==> config.mk <==
export PLATFORM = sky130hd
export DESIGN_NAME = adder_reservation_station
export DESIGN_NICKNAME = d
export VERILOG_FILES = /design/src/rtl/cpu_pkg.sv /design/src/rtl/rs_entry.sv /design/src/rtl/adder_reservation_station.sv
export SDC_FILE = /design/constraint.sdc
export NUM_CORES = 1
export LEC_CHECK = 0
export CORE_MARGIN = 4
export CORE_UTILIZATION = 30
export CTS_CLUSTER_SIZE = 12
export DETAILED_ROUTE_END_ITERATION = 10
export HOLD_SLACK_MARGIN = 0.15
export SKIP_LAST_GASP = 1
export SYNTH_ARGS = -nofsm -noshare
export SYNTH_HDL_FRONTEND = slang
export SYNTH_HIERARCHICAL = 1
export SYNTH_SLANG_ARGS = --single-unit
==> constraint.sdc <==
create_clock -name clock -period 3.2 [get_ports clock]
set_input_delay 0.64 -clock clock [delete_from_list [all_inputs] [get_ports clock]]
set_output_delay 0.64 -clock clock [all_outputs]
set_load 0.03 [all_outputs]
==> src/rtl/cpu_pkg.sv <==
// Shared CPU encodings: opcodes, execution units, tag width and reservation-station entry states.
`default_nettype none

package cpu_pkg;

  localparam int TAG_W      = 6;
  localparam int OP_W       = 6;
  localparam int EU_W       = 3;
  localparam int REG_ADDR_W = 5;

  typedef enum logic [2:0] {
    ALU_ADD = 3'd0,
    ALU_SUB = 3'd1,
    ALU_OR  = 3'd2,
    ALU_AND = 3'd3,
    ALU_NOT = 3'd4,
    ALU_XOR = 3'd5
  } alu_op_e;

  typedef enum logic [2:0] {
    EU_ADDER = 3'b000,
    EU_MULT  = 3'b001,
    EU_LOAD  = 3'b010,
    EU_STORE = 3'b011
  } exec_unit_e;

  typedef enum logic [1:0] {
    RS_FREE  = 2'd0,
    RS_WAIT  = 2'd1,
    RS_READY = 2'd2,
    RS_EXEC  = 2'd3
  } rs_state_e;

  // Entry index to its one-hot tag.
  function automatic logic [TAG_W-1:0] idx2tag(input logic [2:0] idx);
    return TAG_W'(1) << idx;
  endfunction

endpackage

`default_nettype wire

==> src/rtl/rs_entry.sv <==
// One adder reservation-station entry: state FSM plus captured opcode, destination and operands.
`default_nettype none

module rs_entry
  import cpu_pkg::*;
#(
  parameter int               DATA_W = 32,
  parameter logic [TAG_W-1:0] MY_TAG = 6'b000001
) (
  input  logic                  clock_i,
  input  logic                  reset_n_i,
  input  logic                  alloc_i,
  input  logic [2:0]            op_i,
  input  logic [REG_ADDR_W-1:0] dest_i,
  input  logic [DATA_W-1:0]     vj_i,
  input  logic [TAG_W-1:0]      qj_i,
  input  logic [DATA_W-1:0]     vk_i,
  input  logic [TAG_W-1:0]      qk_i,
  input  logic                  dispatch_i,
  input  logic                  cdb_valid_i,
  input  logic [TAG_W-1:0]      cdb_tag_i,
  input  logic [DATA_W-1:0]     cdb_data_i,
  output rs_state_e             state_o,
  output logic [2:0]            op_o,
  output logic [REG_ADDR_W-1:0] dest_o,
  output logic [DATA_W-1:0]     vj_o,
  output logic [DATA_W-1:0]     vk_o,
  output logic                  finished_o
);

  rs_state_e             state_q, state_d;
  logic [2:0]            op_q, op_d;
  logic [REG_ADDR_W-1:0] dest_q, dest_d;
  logic [DATA_W-1:0]     vj_q, vj_d, vk_q, vk_d;
  logic [TAG_W-1:0]      qj_q, qj_d, qk_q, qk_d;
  logic                  hit_j, hit_k;

  // A cleared tag must never match, even if the bus carries tag 0.
  assign hit_j      = cdb_valid_i && (qj_q != '0) && (qj_q == cdb_tag_i);
  assign hit_k      = cdb_valid_i && (qk_q != '0) && (qk_q == cdb_tag_i);
  assign finished_o = (state_q == RS_EXEC) && cdb_valid_i && (cdb_tag_i == MY_TAG);

  always_comb begin
    state_d = state_q;
    op_d    = op_q;
    dest_d  = dest_q;
    vj_d    = vj_q;
    qj_d    = qj_q;
    vk_d    = vk_q;
    qk_d    = qk_q;
    case (state_q)
      RS_FREE: begin
        if (alloc_i) begin
          op_d    = op_i;
          dest_d  = dest_i;
          vj_d    = vj_i;
          qj_d    = qj_i;
          vk_d    = vk_i;
          qk_d    = qk_i;
          state_d = ((qj_i == '0) && (qk_i == '0)) ? RS_READY : RS_WAIT;
        end
      end
      RS_WAIT: begin
        if (hit_j) begin
          vj_d = cdb_data_i;
          qj_d = '0;
        end
        if (hit_k) begin
          vk_d = cdb_data_i;
          qk_d = '0;
        end
        if ((hit_j || (qj_q == '0)) && (hit_k || (qk_q == '0))) state_d = RS_READY;
      end
      RS_READY: begin
        if (dispatch_i) state_d = RS_EXEC;
      end
      RS_EXEC: begin
        if (finished_o) begin
          state_d = RS_FREE;
          op_d    = '0;
          dest_d  = '0;
          vj_d    = '0;
          qj_d    = '0;
          vk_d    = '0;
          qk_d    = '0;
        end
      end
      default: state_d = RS_FREE;
    endcase
  end

  always_ff @(posedge clock_i or negedge reset_n_i) begin
    if (!reset_n_i) begin
      state_q <= RS_FREE;
      op_q    <= '0;
      dest_q  <= '0;
      vj_q    <= '0;
      qj_q    <= '0;
      vk_q    <= '0;
      qk_q    <= '0;
    end else begin
      state_q <= state_d;
      op_q    <= op_d;
      dest_q  <= dest_d;
      vj_q    <= vj_d;
      qj_q    <= qj_d;
      vk_q    <= vk_d;
      qk_q    <= qk_d;
    end
  end

  assign state_o = state_q;
  assign op_o    = op_q;
  assign dest_o  = dest_q;
  assign vj_o    = vj_q;
  assign vk_o    = vk_q;

endmodule

`default_nettype wire

==> src/rtl/adder_reservation_station.sv <==
// Adder reservation station: NUM_RS entries with lowest-index allocation, CDB bypass and
// single-outstanding dispatch to the adder under a valid/ready handshake.
`default_nettype none

module adder_reservation_station
  import cpu_pkg::*;
#(
  parameter int NUM_RS = 4,
  parameter int DATA_W = 32
) (
  input  logic                  clock,
  input  logic                  reset_n,
  input  logic                  issue,
  input  logic [OP_W-1:0]       operation,
  input  logic [EU_W-1:0]       execution_unit,
  input  logic [REG_ADDR_W-1:0] Dest_address,
  input  logic [REG_ADDR_W-1:0] A_address,
  input  logic [REG_ADDR_W-1:0] B_address,
  input  logic [DATA_W-1:0]     A_value,
  input  logic [DATA_W-1:0]     B_value,
  input  logic [TAG_W-1:0]      A_tag,
  input  logic [TAG_W-1:0]      B_tag,
  input  logic                  cdb_valid,
  input  logic [TAG_W-1:0]      cdb_tag,
  input  logic [DATA_W-1:0]     cdb_data,
  input  logic                  ex_ready,
  output logic                  adder_available,
  output logic [TAG_W-1:0]      adder_RS_available,
  output logic [TAG_W-1:0]      RS_issued,
  output logic [TAG_W-1:0]      RS_executing_adder,
  output logic [TAG_W-1:0]      RS_finished,
  output logic                  ex_valid,
  output logic [2:0]            ex_op,
  output logic [DATA_W-1:0]     ex_a,
  output logic [DATA_W-1:0]     ex_b,
  output logic [TAG_W-1:0]      ex_tag,
  output logic                  issue_error
);

  rs_state_e             state_w [NUM_RS];
  logic [2:0]            op_w    [NUM_RS];
  logic [REG_ADDR_W-1:0] dest_w  [NUM_RS];
  logic [DATA_W-1:0]     vj_w    [NUM_RS];
  logic [DATA_W-1:0]     vk_w    [NUM_RS];
  logic [NUM_RS-1:0]     alloc_w, dispatch_w, finished_w;

  logic                  free_found, ready_found, exec_busy;
  logic [2:0]            free_idx, ready_idx, sel_idx;
  logic                  issue_ok, ex_fire;
  logic                  byp_a, byp_b;
  logic [DATA_W-1:0]     vj_in, vk_in;
  logic [TAG_W-1:0]      qj_in, qk_in;
  logic                  hold_q, hold_d;
  logic [2:0]            hold_idx_q, hold_idx_d;

  // Operands produced on the CDB in the issue cycle are captured directly.
  assign byp_a = cdb_valid && (A_tag != '0) && (A_tag == cdb_tag);
  assign byp_b = cdb_valid && (B_tag != '0) && (B_tag == cdb_tag);
  assign vj_in = byp_a ? cdb_data : A_value;
  assign qj_in = byp_a ? '0 : A_tag;
  assign vk_in = byp_b ? cdb_data : B_value;
  assign qk_in = (byp_b || (operation[2:0] == ALU_NOT)) ? '0 : B_tag;

  always_comb begin
    free_found  = 1'b0;
    free_idx    = '0;
    ready_found = 1'b0;
    ready_idx   = '0;
    exec_busy   = 1'b0;
    for (int i = NUM_RS - 1; i >= 0; i--) begin
      if (state_w[i] == RS_FREE) begin
        free_found = 1'b1;
        free_idx   = 3'(i);
      end
      if (state_w[i] == RS_READY) begin
        ready_found = 1'b1;
        ready_idx   = 3'(i);
      end
      if (state_w[i] == RS_EXEC) exec_busy = 1'b1;
    end
  end

  assign issue_ok = issue && free_found && (execution_unit == EU_ADDER);

  // An offer not yet accepted stays pinned to its entry so the payload cannot change under it.
  assign sel_idx  = hold_q ? hold_idx_q : ready_idx;
  assign ex_valid = !exec_busy && (hold_q || ready_found);
  assign ex_fire  = ex_valid && ex_ready;
  assign ex_tag   = ex_valid ? idx2tag(sel_idx) : '0;

  always_comb begin
    ex_op = '0;
    ex_a  = '0;
    ex_b  = '0;
    for (int i = 0; i < NUM_RS; i++) begin
      if (ex_valid && (sel_idx == 3'(i))) begin
        ex_op = op_w[i];
        ex_a  = vj_w[i];
        ex_b  = vk_w[i];
      end
    end
  end

  assign hold_d     = ex_valid && !ex_ready;
  assign hold_idx_d = sel_idx;

  always_ff @(posedge clock or negedge reset_n) begin
    if (!reset_n) begin
      hold_q     <= 1'b0;
      hold_idx_q <= '0;
    end else begin
      hold_q     <= hold_d;
      hold_idx_q <= hold_idx_d;
    end
  end

  for (genvar i = 0; i < NUM_RS; i++) begin : g_entry
    assign alloc_w[i]    = issue_ok && (free_idx == 3'(i));
    assign dispatch_w[i] = ex_fire && (sel_idx == 3'(i));

    rs_entry #(
      .DATA_W (DATA_W),
      .MY_TAG (TAG_W'(1 << i))
    ) u_entry (
      .clock_i     (clock),
      .reset_n_i   (reset_n),
      .alloc_i     (alloc_w[i]),
      .op_i        (operation[2:0]),
      .dest_i      (Dest_address),
      .vj_i        (vj_in),
      .qj_i        (qj_in),
      .vk_i        (vk_in),
      .qk_i        (qk_in),
      .dispatch_i  (dispatch_w[i]),
      .cdb_valid_i (cdb_valid),
      .cdb_tag_i   (cdb_tag),
      .cdb_data_i  (cdb_data),
      .state_o     (state_w[i]),
      .op_o        (op_w[i]),
      .dest_o      (dest_w[i]),
      .vj_o        (vj_w[i]),
      .vk_o        (vk_w[i]),
      .finished_o  (finished_w[i])
    );
  end

  // Entry i owns tag bit i, so per-entry flags map straight onto tag bits.
  assign adder_available    = free_found;
  assign adder_RS_available = free_found ? idx2tag(free_idx) : '0;
  assign RS_issued          = (reset_n && issue_ok) ? idx2tag(free_idx) : '0;
  assign issue_error        = reset_n && issue && !issue_ok;
  assign RS_executing_adder = ex_fire ? ex_tag : '0;
  assign RS_finished        = TAG_W'(finished_w);

  logic dest_unused;
  logic inputs_unused;
  always_comb begin
    dest_unused = 1'b0;
    for (int i = 0; i < NUM_RS; i++) dest_unused = dest_unused ^ (^dest_w[i]);
  end
  assign inputs_unused = ^{operation[OP_W-1:3], A_address, B_address};

endmodule

`default_nettype wire

A small window of the routed layout:
Window x 122 to 152, y 177 to 207 microns. Cells in grey, sequential cells in the stronger grey; small squares are vias.
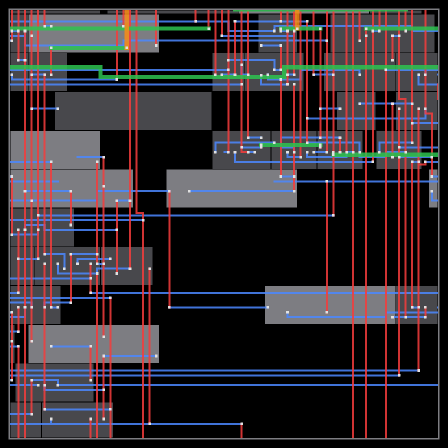
M2: marked red. M1: marked blue. M3: marked green. M4: marked orange.
Sequential cells in the window: 6. 27 logic cells have their middle in the window. Netlist names of flops here include `g_entry.u_entry/vk_o` (6). Most frequent: dfrtp_1 (6), mux2_4 (4).

Congestion heat map:
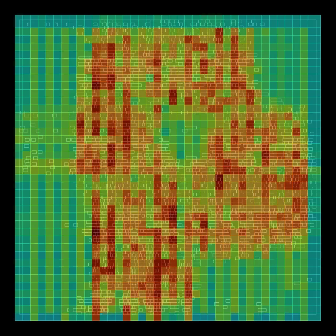
routed length per placed instance: 25.0 microns
GR peak layer: met2
global routing met2 resource utilization: 0.345
met1 track demand over resource: 0.261
Post-Route Utilization: 0.409

M1 wires:
Scale: 1.5 px per micron. Supply wires on this layer in grey.
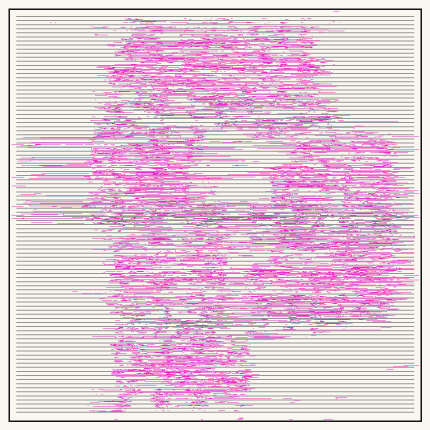
The layer holds 41% of the routed length. 2186 nets have wire on it. The layer carries 33.3 mm of wire.

Gate-type map:
Scale: 1.5 px per micron.
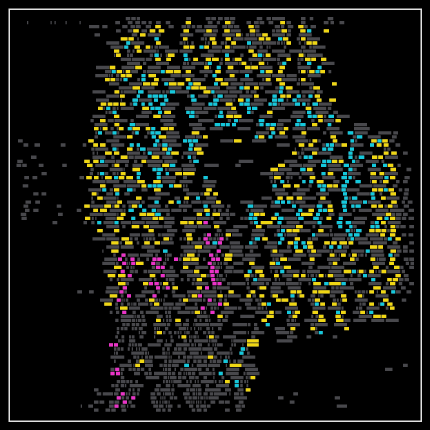
non-inverting ao/oa cells: marked cyan, cells 291, most used a22o_1. xor and xnor cells: marked magenta, cells 58, most used xnor2_1. mux cells: marked yellow, cells 446, most used mux2i_1.
most common cell after layout, fill and taps aside: dfrtp_1
post-route insts no fill: 3213
logic gate fraction of the total cell area: 0.441

Sub-block map:
Scale: 1.5 px per micron.
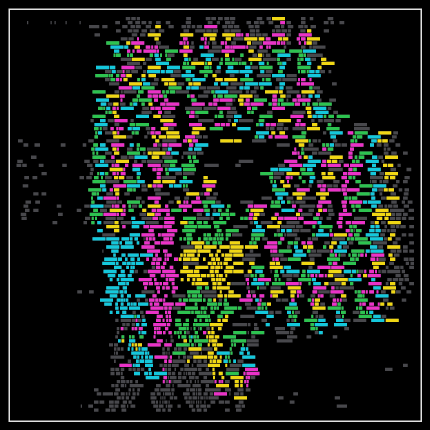
`g_entry[3].u_entry`: marked yellow, cells 312. `g_entry[0].u_entry`: marked green, cells 422. `g_entry[2].u_entry`: marked magenta, cells 420. `g_entry[1].u_entry`: marked cyan, cells 307.
Another 811 cells are not coloured.

==> summary.rpt <==
CRITICAL PATH
-------------------------------------------------------------------------
Crit path kind                                                 reg -> out
Category of the worst setup path capture point                 output pin
Critical path buffer and inverter count                                 4
Worst-case reg-to-reg path depth                                        9

SYNTH
-------------------------------------------------------------------------
Synth warn                                                              6
Mapped Avg Cell Area                                           11.0 sq um

HOLD PATH
-------------------------------------------------------------------------
Classification of the worst-slack hold path                   in -> async

PLACE
-------------------------------------------------------------------------
Placed instance count                                                3097
Detailed placer's ending HPWL                                48400 microns
Worst-case setup slack after placement                          -0.318 ns

CELLS AND AREA
-------------------------------------------------------------------------
Seq cells                                                             328
Inverters                                                              95
Highest-count cells in the layout ignoring fill and taps     dfrtp_1, buf_4, mux2i_1
Antenna fix cells                                                       1
Share of post-route cells with drive strength above 1               0.334
Layout fillers                                                       6536

FLOORPLANNING
-------------------------------------------------------------------------
Die footprint                                                 74900 sq um
Die width                                                     274 microns

POWER
-------------------------------------------------------------------------
Power attributed to combinational cells                          0.0268 W
Main power group                                             combinational cells
Internal power consumption                                       0.0223 W
Part of the total power dissipated in sequential elements           0.195
Total leakage power                                               12.4 nW

DETAILED ROUTING
-------------------------------------------------------------------------
Violation count after the first detailed-routing iteration           1467
WL met1                                                      33300 microns
Total detailed-routing wirelength                            80200 microns
Residual DRC                                                            0

STA
-------------------------------------------------------------------------
Setup-violating endpoint count in the final report                     40
Aggregate negative setup slack                                   -1.46 ns
Worst Slack Setup Final                                         -0.128 ns
Pins over their slew limit                                              0

STATUS
-------------------------------------------------------------------------
Result of the run                                            finished with violations
Failing checks                                               setup timing

GLOBAL ROUTING
-------------------------------------------------------------------------
Wire length of the first global-routing pass                 118000 microns
Global route overflow                                                   0
Initial antenna violation count                                         3

CLOCK NETWORK
-------------------------------------------------------------------------
Clock net sink count                                                  328
Setup bufs post-CTS                                                    19
Number of gates given a new drive strength after cts                  136
Number of buffers on the longest clock path                             3

RUN
-------------------------------------------------------------------------
Tool Warnings                                                          64

Power and IR drop assume default switching activity.
